### src/rtl/float_mul_pipe.sv
// float_mul_pipe: three-stage IEEE-754-style floating-point multiplier.
// Parametrised exponent/mantissa widths, valid/ready handshake with a global
// stall, flush-to-zero on subnormals, round-to-nearest-even and no subnormal
// outputs. Optional exception flags port is enabled by FLOAT_MUL_FLAGS_EN.
module float_mul_pipe #(
  parameter int EXP_W = 8,
  parameter int MAN_W = 23
) (
  input  logic                 clk,
  input  logic                 rst_n,
  input  logic                 in_valid,
  output logic                 in_ready,
  input  logic [EXP_W+MAN_W:0] v1,
  input  logic [EXP_W+MAN_W:0] v2,
  output logic                 out_valid,
  input  logic                 out_ready,
`ifdef FLOAT_MUL_FLAGS_EN
  output logic [4:0]           flags,
`endif
  output logic [EXP_W+MAN_W:0] vres
);

  localparam int W   = 1 + EXP_W + MAN_W;
  localparam int EW2 = EXP_W + 2;
  localparam int PW  = 2 * MAN_W + 2;

  localparam logic signed [EW2-1:0] BIAS_X = EW2'((1 << (EXP_W - 1)) - 1);
  localparam logic signed [EW2-1:0] EMAX_X = EW2'((1 << EXP_W) - 1);
  localparam logic signed [EW2-1:0] ZERO_X = '0;

  // Operand-pair class decided up front; anything but CLS_NORM overrides the arithmetic.
  typedef enum logic [1:0] {CLS_NORM, CLS_ZERO, CLS_INF, CLS_NAN} cls_e;

  function automatic logic [MAN_W:0] rne_round(input logic [MAN_W-1:0] frac,
                                               input logic guard,
                                               input logic sticky);
    logic up;
    up = guard & (sticky | frac[0]);
    return {1'b0, frac} + {{MAN_W{1'b0}}, up};
  endfunction

  function automatic logic [W-1:0] pack_result(input cls_e cls,
                                               input logic sign,
                                               input logic signed [EW2-1:0] e,
                                               input logic [MAN_W-1:0] frac);
    logic [W-1:0] r;
    case (cls)
      CLS_NAN:  r = {1'b0, {EXP_W{1'b1}}, 1'b1, {(MAN_W-1){1'b0}}};
      CLS_INF:  r = {sign, {EXP_W{1'b1}}, {MAN_W{1'b0}}};
      CLS_ZERO: r = {sign, {(W-1){1'b0}}};
      default: begin
        if (e >= EMAX_X)      r = {sign, {EXP_W{1'b1}}, {MAN_W{1'b0}}};
        else if (e <= ZERO_X) r = {sign, {(W-1){1'b0}}};
        else                  r = {sign, e[EXP_W-1:0], frac};
      end
    endcase
    return r;
  endfunction

  logic advance;

  logic [EXP_W-1:0] exp_a, exp_b;
  logic [MAN_W-1:0] frac_a, frac_b;
  logic             a_zero, b_zero, a_inf, b_inf, a_nan, b_nan;

  logic                  vld_p1_d, vld_p1_q;
  logic                  sign_p1_d, sign_p1_q;
  logic signed [EW2-1:0] exp_p1_d, exp_p1_q;
  logic [MAN_W:0]        man_a_p1_d, man_a_p1_q, man_b_p1_d, man_b_p1_q;
  cls_e                  cls_p1_d, cls_p1_q;

  logic                  vld_p2_d, vld_p2_q;
  logic                  sign_p2_d, sign_p2_q;
  logic signed [EW2-1:0] exp_p2_d, exp_p2_q;
  logic [PW-1:0]         prod_p2_d, prod_p2_q;
  cls_e                  cls_p2_d, cls_p2_q;

  logic [PW-1:0]         norm;
  logic signed [EW2-1:0] exp_n, exp_r;
  logic [MAN_W-1:0]      frac_n;
  logic                  guard, sticky;
  logic [MAN_W:0]        rnd;

  logic                  out_valid_d, out_valid_q;
  logic [W-1:0]          vres_d, vres_q;

  // Global stall: every stage moves only when the output slot is free or being drained.
  assign advance  = !out_valid_q | out_ready;
  assign in_ready = advance;

  // Stage 1: unpack, classify, sign and biased exponent sum.
  always_comb begin
    exp_a  = v1[W-2 -: EXP_W];
    exp_b  = v2[W-2 -: EXP_W];
    frac_a = v1[MAN_W-1:0];
    frac_b = v2[MAN_W-1:0];
    a_zero = (exp_a == '0);
    b_zero = (exp_b == '0);
    a_inf  = (exp_a == '1) && (frac_a == '0);
    b_inf  = (exp_b == '1) && (frac_b == '0);
    a_nan  = (exp_a == '1) && (frac_a != '0);
    b_nan  = (exp_b == '1) && (frac_b != '0);

    cls_p1_d = CLS_NORM;
    if (a_nan || b_nan || (a_inf && b_zero) || (a_zero && b_inf)) cls_p1_d = CLS_NAN;
    else if (a_inf || b_inf)                                      cls_p1_d = CLS_INF;
    else if (a_zero || b_zero)                                    cls_p1_d = CLS_ZERO;

    vld_p1_d   = in_valid;
    sign_p1_d  = v1[W-1] ^ v2[W-1];
    exp_p1_d   = $signed({2'b00, exp_a}) + $signed({2'b00, exp_b}) - BIAS_X;
    man_a_p1_d = {1'b1, frac_a};
    man_b_p1_d = {1'b1, frac_b};
  end

  // Stage 2: full-width mantissa product.
  always_comb begin
    vld_p2_d  = vld_p1_q;
    sign_p2_d = sign_p1_q;
    exp_p2_d  = exp_p1_q;
    cls_p2_d  = cls_p1_q;
    prod_p2_d = PW'(man_a_p1_q) * PW'(man_b_p1_q);
  end

  // Stage 3: normalise, round to nearest even, clamp range and pack.
  always_comb begin
    norm        = prod_p2_q[PW-1] ? prod_p2_q : (prod_p2_q << 1);
    exp_n       = exp_p2_q + $signed({{(EW2-1){1'b0}}, prod_p2_q[PW-1]});
    frac_n      = norm[PW-2 -: MAN_W];
    guard       = norm[MAN_W];
    sticky      = |norm[MAN_W-1:0];
    rnd         = rne_round(frac_n, guard, sticky);
    exp_r       = exp_n + $signed({{(EW2-1){1'b0}}, rnd[MAN_W]});
    vres_d      = pack_result(cls_p2_q, sign_p2_q, exp_r, rnd[MAN_W-1:0]);
    out_valid_d = vld_p2_q;
  end

  // Control and result registers: cleared by reset, frozen while stalled.
  always_ff @(posedge clk) begin
    if (!rst_n) begin
      vld_p1_q    <= 1'b0;
      vld_p2_q    <= 1'b0;
      out_valid_q <= 1'b0;
      vres_q      <= '0;
    end else if (advance) begin
      vld_p1_q    <= vld_p1_d;
      vld_p2_q    <= vld_p2_d;
      out_valid_q <= out_valid_d;
      vres_q      <= vres_d;
    end
  end

  // Internal datapath registers: qualified by the valid bits, so no reset needed.
  always_ff @(posedge clk) begin
    if (advance) begin
      sign_p1_q  <= sign_p1_d;
      exp_p1_q   <= exp_p1_d;
      man_a_p1_q <= man_a_p1_d;
      man_b_p1_q <= man_b_p1_d;
      cls_p1_q   <= cls_p1_d;
      sign_p2_q  <= sign_p2_d;
      exp_p2_q   <= exp_p2_d;
      prod_p2_q  <= prod_p2_d;
      cls_p2_q   <= cls_p2_d;
    end
  end

  assign out_valid = out_valid_q;
  assign vres      = vres_q;

`ifdef FLOAT_MUL_FLAGS_EN
  logic       ovf, unf, is_norm;
  logic [4:0] flags_d, flags_q;

  // Exception flags {invalid, overflow, underflow, inexact, zero} for the stage-3 result.
  always_comb begin
    is_norm = (cls_p2_q == CLS_NORM);
    ovf     = is_norm && (exp_r >= EMAX_X);
    unf     = is_norm && (exp_r <= ZERO_X);
    flags_d = {cls_p2_q == CLS_NAN, ovf, unf,
               is_norm && (guard | sticky | ovf | unf),
               vres_d[W-2:0] == '0};
  end

  // Flags travel with vres under the same reset and stall rules.
  always_ff @(posedge clk) begin
    if (!rst_n)       flags_q <= '0;
    else if (advance) flags_q <= flags_d;
  end

  assign flags = flags_q;
`endif

endmodule

### config.mk
export PLATFORM = sky130hd
export DESIGN_NAME = float_mul_pipe
export DESIGN_NICKNAME = d
export VERILOG_FILES = /design/src/rtl/float_mul_pipe.sv
export SDC_FILE = /design/constraint.sdc
export NUM_CORES = 2
export LEC_CHECK = 0
export ABC_CLOCK_PERIOD_IN_PS = 9200
export CAP_MARGIN = 20
export CORE_AREA = 2 2 378 230
export DETAILED_ROUTE_END_ITERATION = 7
export DIE_AREA = 0 0 380 232
export PLACE_DENSITY = 0.45
export SKIP_CTS_REPAIR_TIMING = 1
export SLEW_MARGIN = 20
export SYNTH_ARGS = -nofsm -noshare
export SYNTH_HDL_FRONTEND = slang
export SYNTH_SLANG_ARGS = --single-unit
### constraint.sdc
create_clock -name clk -period 9.2 [get_ports clk]
set_clock_uncertainty 0.1 [all_clocks]
set_input_delay 1.84 -clock clk [delete_from_list [all_inputs] [get_ports clk]]
set_output_delay 1.84 -clock clk [all_outputs]
set_load 0.03 [all_outputs]
==> run summary <==
run results: clk tree area frac=2.051%, setup TNS=0 ns, cell count in the Yosys report=2603, dpl cells=3790, Hold Crit Start=exp_p1_q[5], pin count of the biggest net entering global routing=61, Hold Vio Cnt, Final=0, initial antenna violation count=4, final hold slack=0.3208 ns, post-layout period usage=88.40%, highest metal used=met4, CTS tree=built, vias in the first global route=19320, Crit Path Category=reg2reg, Async S/R FF share, synth=0%, Sink Count=155, GR peak layer=met1, RSZ-0062 raised after global routing=false, Detailed Routing Iterations Pass 1=5, # diodes=3, Worst R2R Setup Slack=1.07 ns, DRT Wirelength=79.77 mm, htree depth=4, minimum clock period=8.133 ns, Largest Register=prod_p2_q, Layout fillers=8792, Flop area=4304 um^2, synthesized area=~25000 um^2, ys flops=155, Crit-path slowest cell=edfxtp_1, Max Root-Sink Buffers=2, worst r2r path cells=24, Final setup viols=0, Clk Latency, worst-skew pair=0.49 ns, Ports=102, Fmax achieved=123.0 MHz, Overflow after GRT=0, RR Endpoint=prod_p2_q[47], # clk buffers=17, met3 WL=6.619 mm, DRT iter0 DRCs=1277, Max-Cap Viols=0, critical path data required time=9.32 ns, CTS clk-pin slew, worst paths=0.08 ns, Commonest Layout Cell=inv_1, Synth Net Count=3345, #MultiIn Comb=1756, Post-synth EDFFs=between 100 and 150, top area contributor share=38.32%, Signal inverters=577, drc violations=0, tool warnings=27, CP Launch Type=register, WL met2=32.42 mm, fp_density=29.84%, CP endpoint=prod_p2_q[47], crit-path max cell delay=0.78 ns, most common cell in the synthesized netlist=inv_1, drt wl/cell=20.85 um, crit path DAT=about 8.3 ns, status=completed, Max-area cell class=combinational gates, I/O Buffers=101, Commonest flop=edfxtp_1, Worst setup EP type=register, Largest register FFs=48, Met1 Wirelength=between 30 and 40 mm, Post-DP HPWL=66.89 mm, largest area contributor in the netlist=fa_1, FF-to-FF Start=man_b_p1_q[8], Top delay family on crit path=adder cells, Post-synth seq share=17.02%, CP cell instances=clkinv_1 -> nor2_1 -> fa_1 -> fa_1 -> inv_1 -> fa_1 -> inv_1 -> fa_1 -> inv_1 -> fa_1 -> inv_1 -> fa_1 -> inv_1 -> fa_1 -> inv_1 -> ha_1 -> and3_1 -> and3_1 -> o221ai_1 -> a21oi_1 -> o21ai_1 -> a211oi_1 -> o22ai_1 -> xnor2_1, Comb area=18370 um^2, die area=roughly 88000 um^2, via count=18040, TAP cells=between 1000 and 1500, final antenna-violating net count=0
-- cell families (layout without fill, tap and decap cells) --
kind of cell	count (synthesis)	count (layout)	synth area share, %
buffers and inverters	692	765	10.37
flip-flops	155	155	17.02
XOR/XNOR	84	84	2.939
AND/OR/NAND/NOR	771	771	15.34
adder cells (fa/ha/maj)	674	674	47.72
multiplexers	22	22	0.9056
AND-OR/OR-AND	205	205	5.696
other	0	3	0
**Cells by drive strength**

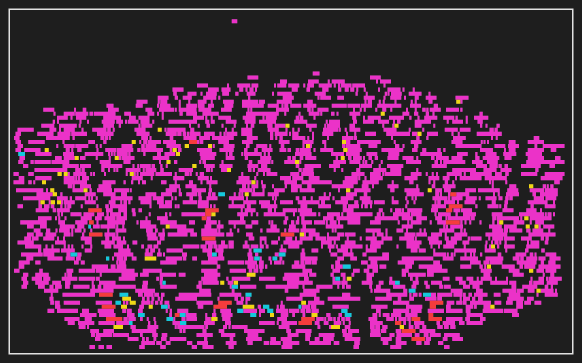
- red: _6 and larger (cells 29)
- cyan: _2 cells (cells 33)
- yellow: _3 and _4 cells (cells 66)
- magenta: _0 and _1 cells (cells 2548)
final non-filler cell area: 28300 um^2
nonclk buf count: 156
P&R area growth vs syn: 11.93%
final setup margin: 1.067 ns

**Register map, names as in the netlist**

Other sequential cells in the stronger gray, the rest of the logic in the fainter gray.
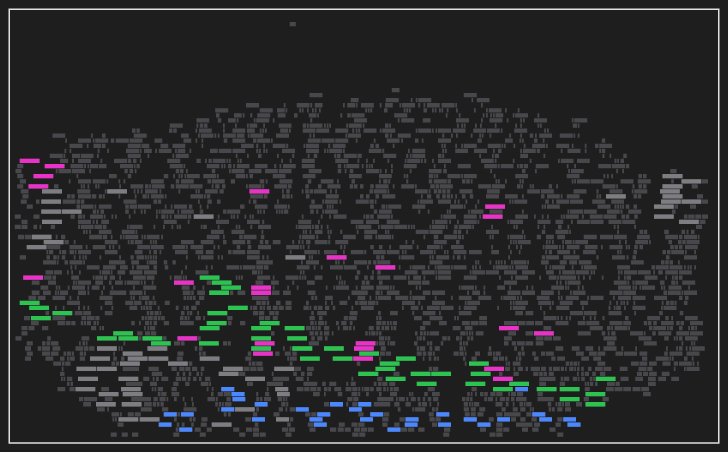
- green: prod_p2_q (flops 48; where a horizontal strip, bottom)
- blue: vres (flops 32)
- magenta: man_b_p1_q (flops 23)
- not colored: 52
Seq area share: 15.21%
post-layout util: 33.40%

**Placement by cell class**

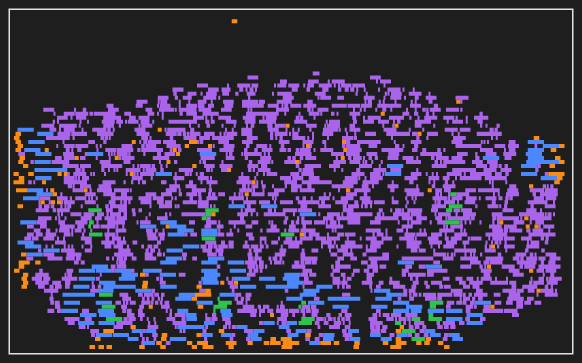
- orange: remaining buffers and delay cells (cells 156; share of their area 5.3%)
- green: clock drivers and dummy loads (cells 32; share of their area 2.2%)
- blue: sequential cells (cells 155; share of their area 16%)
- purple: combinational and other logic (cells 2333; share of their area 76%)
# rows: 83
core footprint: 84740 um^2

**Congestion heat map**

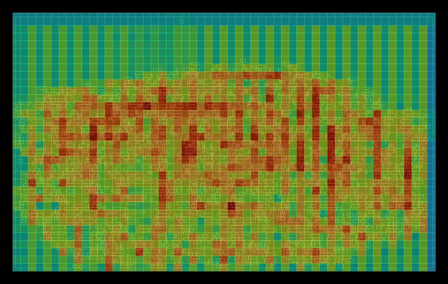
grt met3 use: 5.341%
GRT met1 Usage: 27.80%
total track usage: 18.60%
grt met2 use: 26.35%

